final_congestion.png
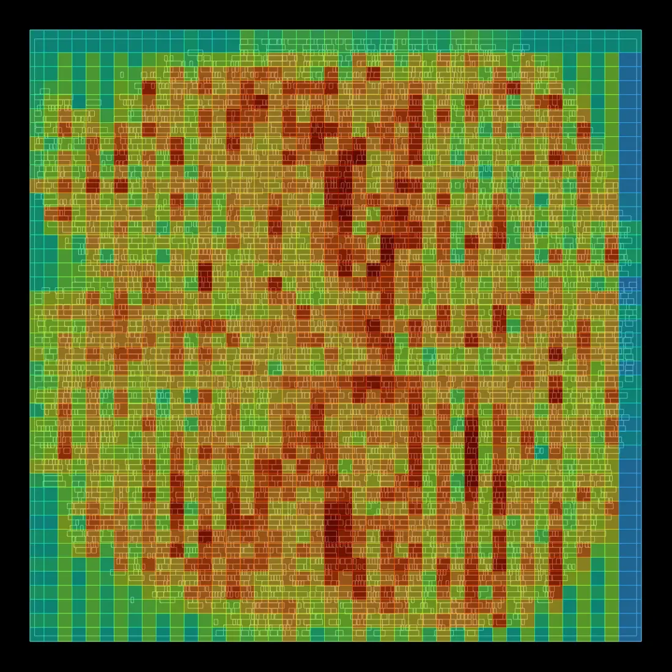
clock_map.png
Bar = 100 um.
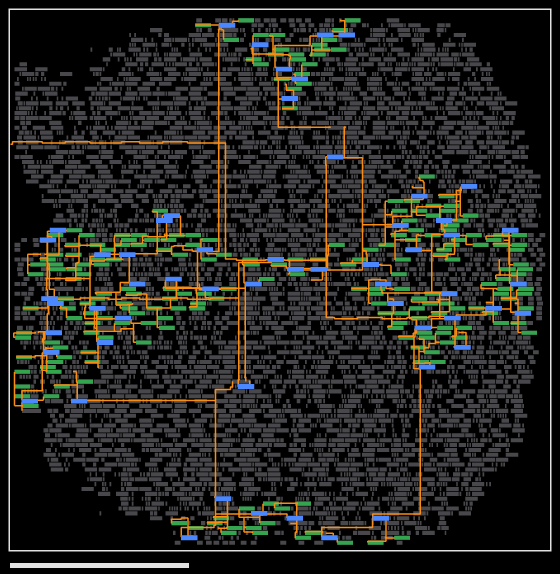
gate_families.png
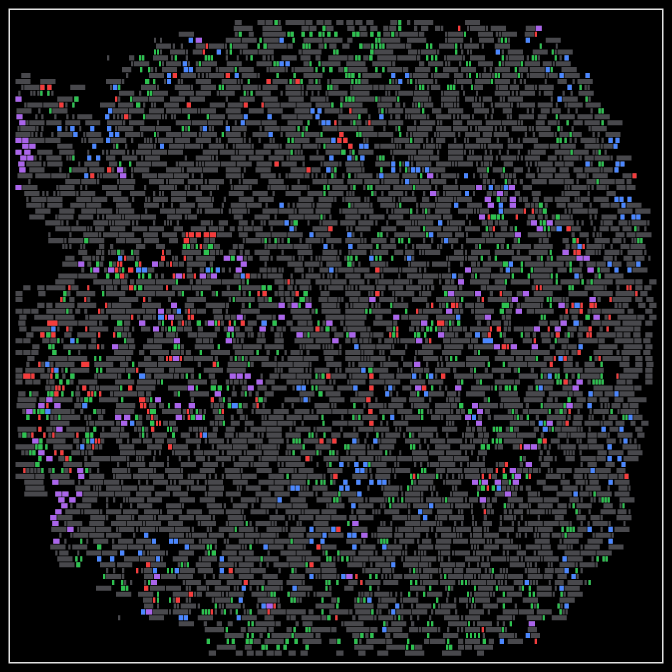
registers.png
Bar = 100 um.
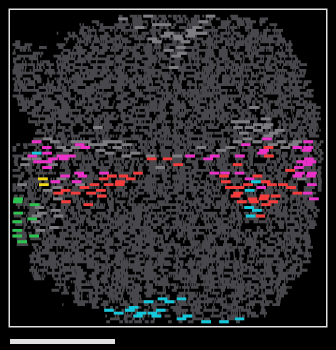
<file path="config.mk">
export PLATFORM = sky130hd
export DESIGN_NAME = fft_mag_streamer
export DESIGN_NICKNAME = d
export VERILOG_FILES = /design/src/rtl/fft_mag_streamer_pkg.sv /design/src/rtl/fft_mag_streamer_mag_sq_pipe.sv /design/src/rtl/fft_mag_streamer.sv
export SDC_FILE = /design/constraint.sdc
export NUM_CORES = 2
export LEC_CHECK = 0
export CAP_MARGIN = 30
export CORE_MARGIN = 2
export CORE_UTILIZATION = 55
export CTS_CLUSTER_DIAMETER = 30
export DETAILED_ROUTE_END_ITERATION = 10
export GPL_ROUTABILITY_DRIVEN = 0
export GPL_TIMING_DRIVEN = 1
export PLACE_DENSITY_LB_ADDON = 0.2
export RECOVER_POWER = 50
export SETUP_SLACK_MARGIN = 0.1
export SKIP_CTS_REPAIR_TIMING = 1
export SKIP_LAST_GASP = 1
export SLEW_MARGIN = 20
export SYNTH_ARGS = -nofsm -noshare
export SYNTH_HDL_FRONTEND = slang
export SYNTH_SLANG_ARGS = --single-unit
</file>
<file path="constraint.sdc">
create_clock -name clk -period 13 [get_ports clk]
set_input_delay 3.9 -clock clk [delete_from_list [all_inputs] [get_ports clk]]
set_output_delay 3.9 -clock clk [all_outputs]
set_load 0.005 [all_outputs]
</file>
<file path="src/rtl/fft_mag_streamer_pkg.sv">
// Shared types and defaults for the FFT-magnitude streamer.
// Holds the default frame geometry, the complex-bin layout and the FSM state codes.
// Imported by the streamer top level and its testbench.
package fft_mag_streamer_pkg;

  localparam int CW_DEF       = 24;
  localparam int FFT_LEN_DEF  = 1024;
  localparam int NUM_BINS_DEF = 32;

  // Packed so that {re, im} lines up with the din data word (re in the upper half).
  typedef struct packed {
    logic signed [CW_DEF-1:0] re;
    logic signed [CW_DEF-1:0] im;
  } cbin_t;

  localparam logic [1:0] ST_ACCEPT = 2'd0;
  localparam logic [1:0] ST_DROP   = 2'd1;
  localparam logic [1:0] ST_PAD    = 2'd2;

endpackage

</file>
<file path="src/rtl/fft_mag_streamer_mag_sq_pipe.sv">
// Three-stage |X|^2 pipe: S1 registers re/im, S2 squares, S3 sums and saturates.
// Latency 3 cycles with the sink ready; 1 bin/clk throughput.
// Backpressure: each stage advances when empty or when the next stage accepts, so bubbles collapse.
module mag_sq_pipe #(
  parameter int CW = 24
) (
  input  logic                 clk,
  input  logic                 rst,
  input  logic                 bin_valid,
  output logic                 bin_ready,
  input  logic signed [CW-1:0] bin_re,
  input  logic signed [CW-1:0] bin_im,
  input  logic                 bin_tag,
  output logic                 mag_valid,
  input  logic                 mag_ready,
  output logic [2*CW-1:0]      mag_data,
  output logic                 mag_tag
);

  localparam int PW = 2 * CW;
  localparam logic signed [CW-1:0] MIN_VAL = {1'b1, {(CW-1){1'b0}}};

  logic                 s1_valid;
  logic signed [CW-1:0] s1_re;
  logic signed [CW-1:0] s1_im;
  logic                 s1_tag;

  logic                 s2_valid;
  logic [PW-1:0]        s2_re_sq;
  logic [PW-1:0]        s2_im_sq;
  logic                 s2_clip;
  logic                 s2_tag;

  logic                 s3_valid;
  logic [PW-1:0]        s3_data;
  logic                 s3_tag;

  logic                 adv1;
  logic                 adv2;
  logic                 adv3;
  logic signed [PW-1:0] re_prod;
  logic signed [PW-1:0] im_prod;
  logic [PW:0]          sum;

  assign adv3 = !s3_valid || mag_ready;
  assign adv2 = !s2_valid || adv3;
  assign adv1 = !s1_valid || adv2;

  assign bin_ready = adv1;
  assign mag_valid = s3_valid;
  assign mag_data  = s3_data;
  assign mag_tag   = s3_tag;

  assign re_prod = PW'(s1_re) * PW'(s1_re);
  assign im_prod = PW'(s1_im) * PW'(s1_im);
  assign sum     = {1'b0, s2_re_sq} + {1'b0, s2_im_sq};

  // S1: capture the incoming complex bin and its tag.
  always_ff @(posedge clk or posedge rst) begin
    if (rst) begin
      s1_valid <= 1'b0;
      s1_re    <= '0;
      s1_im    <= '0;
      s1_tag   <= 1'b0;
    end else if (adv1) begin
      s1_valid <= bin_valid;
      if (bin_valid) begin
        s1_re  <= bin_re;
        s1_im  <= bin_im;
        s1_tag <= bin_tag;
      end
    end
  end

  // S2: both squares, plus a flag for the both-full-scale-negative corner, which is reported as clipped.
  always_ff @(posedge clk or posedge rst) begin
    if (rst) begin
      s2_valid <= 1'b0;
      s2_re_sq <= '0;
      s2_im_sq <= '0;
      s2_clip  <= 1'b0;
      s2_tag   <= 1'b0;
    end else if (adv2) begin
      s2_valid <= s1_valid;
      if (s1_valid) begin
        s2_re_sq <= $unsigned(re_prod);
        s2_im_sq <= $unsigned(im_prod);
        s2_clip  <= (s1_re == MIN_VAL) && (s1_im == MIN_VAL);
        s2_tag   <= s1_tag;
      end
    end
  end

  // S3: sum at 2*CW+1 bits and saturate into the 2*CW-bit output; holds while the sink stalls.
  always_ff @(posedge clk or posedge rst) begin
    if (rst) begin
      s3_valid <= 1'b0;
      s3_data  <= '0;
      s3_tag   <= 1'b0;
    end else if (adv3) begin
      s3_valid <= s2_valid;
      if (s2_valid) begin
        s3_data <= (s2_clip || sum[PW]) ? {PW{1'b1}} : sum[PW-1:0];
        s3_tag  <= s2_tag;
      end
    end
  end

endmodule

</file>
<file path="src/rtl/fft_mag_streamer.sv">
// Forwards |X|^2 of the lowest NUM_BINS bins of each FFT frame, with a marker on the last forwarded bin.
// Latency 3 cycles din accept to dout; long frames are trimmed, short frames are zero-padded.
// Backpressure: din_ready follows the squaring pipe while accepting, is high while dropping, low while padding.
module fft_mag_streamer
  import fft_mag_streamer_pkg::*;
#(
  parameter int CW       = CW_DEF,
  parameter int FFT_LEN  = FFT_LEN_DEF,
  parameter int NUM_BINS = NUM_BINS_DEF
) (
  input  logic            clk,
  input  logic            reset,
  input  logic            din_valid,
  output logic            din_ready,
  input  logic [2*CW-1:0] din_data,
  input  logic            din_last,
  output logic            dout_valid,
  input  logic            dout_ready,
  output logic [2*CW-1:0] dout_data,
  output logic            dout_last,
  output logic            frame_err
);

  localparam int BIN_W = $clog2(FFT_LEN);
  localparam logic [BIN_W-1:0] LAST_BIN = BIN_W'(NUM_BINS - 1);
  localparam logic [BIN_W-1:0] END_BIN  = BIN_W'(FFT_LEN - 1);
  localparam bit FULL = (NUM_BINS == FFT_LEN);

  logic [1:0]           state;
  logic [BIN_W-1:0]     bin_cnt;
  logic [BIN_W-1:0]     pad_cnt;

  logic                 pipe_valid;
  logic                 pipe_ready;
  logic signed [CW-1:0] pipe_re;
  logic signed [CW-1:0] pipe_im;
  logic                 pipe_tag;
  logic                 din_fire;

  assign din_fire = din_valid && din_ready;

  // Steer the pipe input between live bins and injected zero bins, and derive din_ready per state.
  always_comb begin
    din_ready  = 1'b0;
    pipe_valid = 1'b0;
    pipe_re    = '0;
    pipe_im    = '0;
    pipe_tag   = 1'b0;
    case (state)
      ST_ACCEPT: begin
        din_ready  = pipe_ready;
        pipe_valid = din_valid;
        pipe_re    = din_data[2*CW-1:CW];
        pipe_im    = din_data[CW-1:0];
        pipe_tag   = (bin_cnt == LAST_BIN);
      end
      ST_DROP: begin
        din_ready = 1'b1;
      end
      ST_PAD: begin
        pipe_valid = 1'b1;
        pipe_tag   = (pad_cnt == LAST_BIN);
      end
      default: begin
        din_ready = 1'b0;
      end
    endcase
    if (reset) begin
      din_ready = 1'b0;
    end
  end

  // Frame FSM: count accepted bins, trim long frames, pad short ones, flag length violations.
  always_ff @(posedge clk or posedge reset) begin
    if (reset) begin
      state     <= ST_ACCEPT;
      bin_cnt   <= '0;
      pad_cnt   <= '0;
      frame_err <= 1'b0;
    end else begin
      frame_err <= 1'b0;
      case (state)
        ST_ACCEPT: begin
          if (din_fire) begin
            if (din_last) begin
              bin_cnt <= '0;
              if (bin_cnt < LAST_BIN) begin
                state     <= ST_PAD;
                pad_cnt   <= bin_cnt + 1'b1;
                frame_err <= 1'b1;
              end else begin
                // All forwarded bins arrived, but the frame ended before FFT_LEN bins.
                frame_err <= !FULL;
              end
            end else if (bin_cnt == LAST_BIN) begin
              if (FULL) begin
                bin_cnt   <= '0;
                frame_err <= 1'b1;
              end else begin
                state   <= ST_DROP;
                bin_cnt <= bin_cnt + 1'b1;
              end
            end else begin
              bin_cnt <= bin_cnt + 1'b1;
            end
          end
        end
        ST_DROP: begin
          if (din_fire) begin
            if (din_last) begin
              state     <= ST_ACCEPT;
              bin_cnt   <= '0;
              frame_err <= (bin_cnt != END_BIN);
            end else if (bin_cnt == END_BIN) begin
              // Missing last: resynchronise so the next beat is bin 0.
              state     <= ST_ACCEPT;
              bin_cnt   <= '0;
              frame_err <= 1'b1;
            end else begin
              bin_cnt <= bin_cnt + 1'b1;
            end
          end
        end
        ST_PAD: begin
          if (pipe_ready) begin
            if (pad_cnt == LAST_BIN) begin
              state   <= ST_ACCEPT;
              bin_cnt <= '0;
            end else begin
              pad_cnt <= pad_cnt + 1'b1;
            end
          end
        end
        default: begin
          state   <= ST_ACCEPT;
          bin_cnt <= '0;
        end
      endcase
    end
  end

  mag_sq_pipe #(
    .CW (CW)
  ) u_pipe (
    .clk       (clk),
    .rst       (reset),
    .bin_valid (pipe_valid),
    .bin_ready (pipe_ready),
    .bin_re    (pipe_re),
    .bin_im    (pipe_im),
    .bin_tag   (pipe_tag),
    .mag_valid (dout_valid),
    .mag_ready (dout_ready),
    .mag_data  (dout_data),
    .mag_tag   (dout_last)
  );

endmodule
</file>
==> impl_results.rst <==
Synthesis and place-and-route
=============================

.. list-table::
   :header-rows: 1

   * - Metric
     - Value
   * - Highest routing layer actually used
     - met4
   * - Number of logged tool warnings
     - 39
   * - Grt met3 use
     - roughly 3.8%
   * - Run status
     - complete, but fails checks
   * - Routed vias
     - 33600
   * - Final critical-path required period
     - just under 10 ns
   * - Largest family of logic cells by area
     - adder cells
   * - Share of the core filled by cells before placement
     - 55.7%
   * - IO Port Bufs
     - 104
   * - Simple share
     - 11.8%
   * - Worst min-delay path endpoint
     - u_pipe.s1_re[3]$_DFFE_PP0P_
   * - Data arrival, critical path
     - 10.33 ns
   * - Share of the synthesized area in the top cell type
     - 46.0%
   * - Source of the critical timing path
     - reset
   * - Most frequent logic cells in the routed design
     - 1386 x inv_1, 1113 x fa_1, 592 x nand2_1, 336 x ha_1, 220 x dfrtp_1
   * - Number of nets produced by synthesis
     - 6666
   * - Leading cell types by total area after synthesis
     - fa_1 46%, dfrtp_1 11%, inv_1 11%
   * - Die height
     - around 300 um
   * - Unique cell type count in the Yosys netlist
     - 85
   * - Initial DRC count
     - around 1700
   * - Timing-limited maximum frequency
     - 104 MHz
   * - Highest cell delay on the worst timing path
     - ~2.6 ns
   * - Number of nets in the layout
     - 6695
   * - Violations in the final reports
     - capacitance limit, slew limit
   * - Count of max-cap constraint violations
     - 6
   * - Largest net degree at the start of global routing
     - 122
   * - FF-to-FF path depth
     - 27
   * - Post-synth EDFFs
     - 0
   * - Final Max Tran Viols
     - 354
   * - Slew margin rel.
     - -139%
   * - Worst setup path category
     - input pin to asynchronous set/reset pin
   * - Post-Synthesis Mean Instance Area
     - 9.39 sq um
   * - Skew-Pair Late Insertion Delay
     - about 0.64 ns
   * - Number of nets with antenna violations after detailed routing
     - 0
   * - # fillers
     - 7513
   * - FF-to-FF Start
     - u_pipe.s1_im[3]$_DFFE_PP0P_
   * - Compound-Gate Fraction of Synth Area
     - just under 7%
   * - Hold Path Class
     - flip-flop to flip-flop
   * - Gate count after technology mapping
     - around 5200
   * - Cells along the critical path
     - dlygate4sd3_1, clkinvlp_2, clkbuf_1, buf_4, buf_4
   * - Die W
     - about 300 um
   * - Number of antenna violations at the first check in global routing
     - 0
   * - I/O Pins
     - 105
   * - Met2 layer wire length in the routed design
     - 55.3 mm
   * - Total die size
     - 90500 sq um
   * - Setup TNS
     - 0 ns
   * - Min-delay src
     - u_pipe.s1_re[3]$_DFFE_PP0P_
About final_congestion.png:
wire per inst: 17.2 um
Global Route met2 Usage: 45.1%
final core utilization: 60.6%

About clock_map.png:
[orange] clock wires | length: 4370 um
[blue] cells driving clock nets | count: 56
[green] flip-flops | count: 220
routed clock nets: 57

About gate_families.png:
[purple] XOR/XNOR gates | cells: 158 | most used: xnor2_1
[green] NAND gates | cells: 742 | most used: nand2_1 | where: all over the die
[red] NOR gates | cells: 234 | most used: nor2_1
[blue] AND and OR gates | cells: 241 | most used: and2_1 | where: all over the die

About registers.png:
[magenta] u_pipe.mag_data | placed flops: 48 | where: a horizontal strip, middle
[yellow] state | placed flops: 2
[cyan] u_pipe.s1_im | placed flops: 24
[red] u_pipe.s2_im_sq | placed flops: 47
[green] bin_cnt | placed flops: 10
not coloured: 89

[cell usage after synthesis, types with 20 or more instances]
cell type and count:
a21o_1 57, a21oi_1 148, a31oi_1 22, and2_1 202
clkbuf_1 183, dfrtp_1 220, fa_1 1113, ha_1 336
inv_1 1387, nand2_1 592, nand2b_1 28, nand3_1 93
nand4_1 20, nor2_1 137, nor2b_1 50, nor3_1 21
o21ai_0 162, xnor2_1 95, xor2_1 63
[state kept, by name (all words and copies together) (netlist names), 2 cells and up]
register         count
bin_cnt             10
pad_cnt             10
state                2
u_pipe.mag_data     48
u_pipe.s1_im        24
u_pipe.s1_re        24
u_pipe.s2_im_sq     47
u_pipe.s2_re_sq     47
[final cells by class]
type	instances	area, sq um	area share [%]
repair buffers	163	1510	2.86
well taps	1155	1450	2.74
clock inverters	33	487	0.923
multi-input cells	3365	37000	70.2
clock buffers	72	1550	2.94
flip-flops and latches	220	5510	10.4
inverters	1387	5210	9.88
[stage by stage]
step	std cells	cell area (sq um)	worst slack, ns	hold slack, ns	util [%]
after floorplan	5164	48500	2.93	0.439	-
after global placement	6286	50600	3.50	0.453	58.2
after detailed placement	6286	50600	3.45	0.458	58.2
after CTS	6391	52700	3.44	0.466	60.5
after global routing	6395	52700	2.21	0.503	60.6
final	6395	52700	3.37	0.464	60.6
[cells by family (layout without fill, tap and decap cells)]
kind of cell	Yosys count	in the layout
AND-OR/OR-AND	530	530
XOR/XNOR	158	158
adder cells (fa/ha/maj)	1449	1449
buffers and inverters	1579	1655
flip-flops	220	220
multiplexers	11	11
AND/OR/NAND/NOR	1217	1217
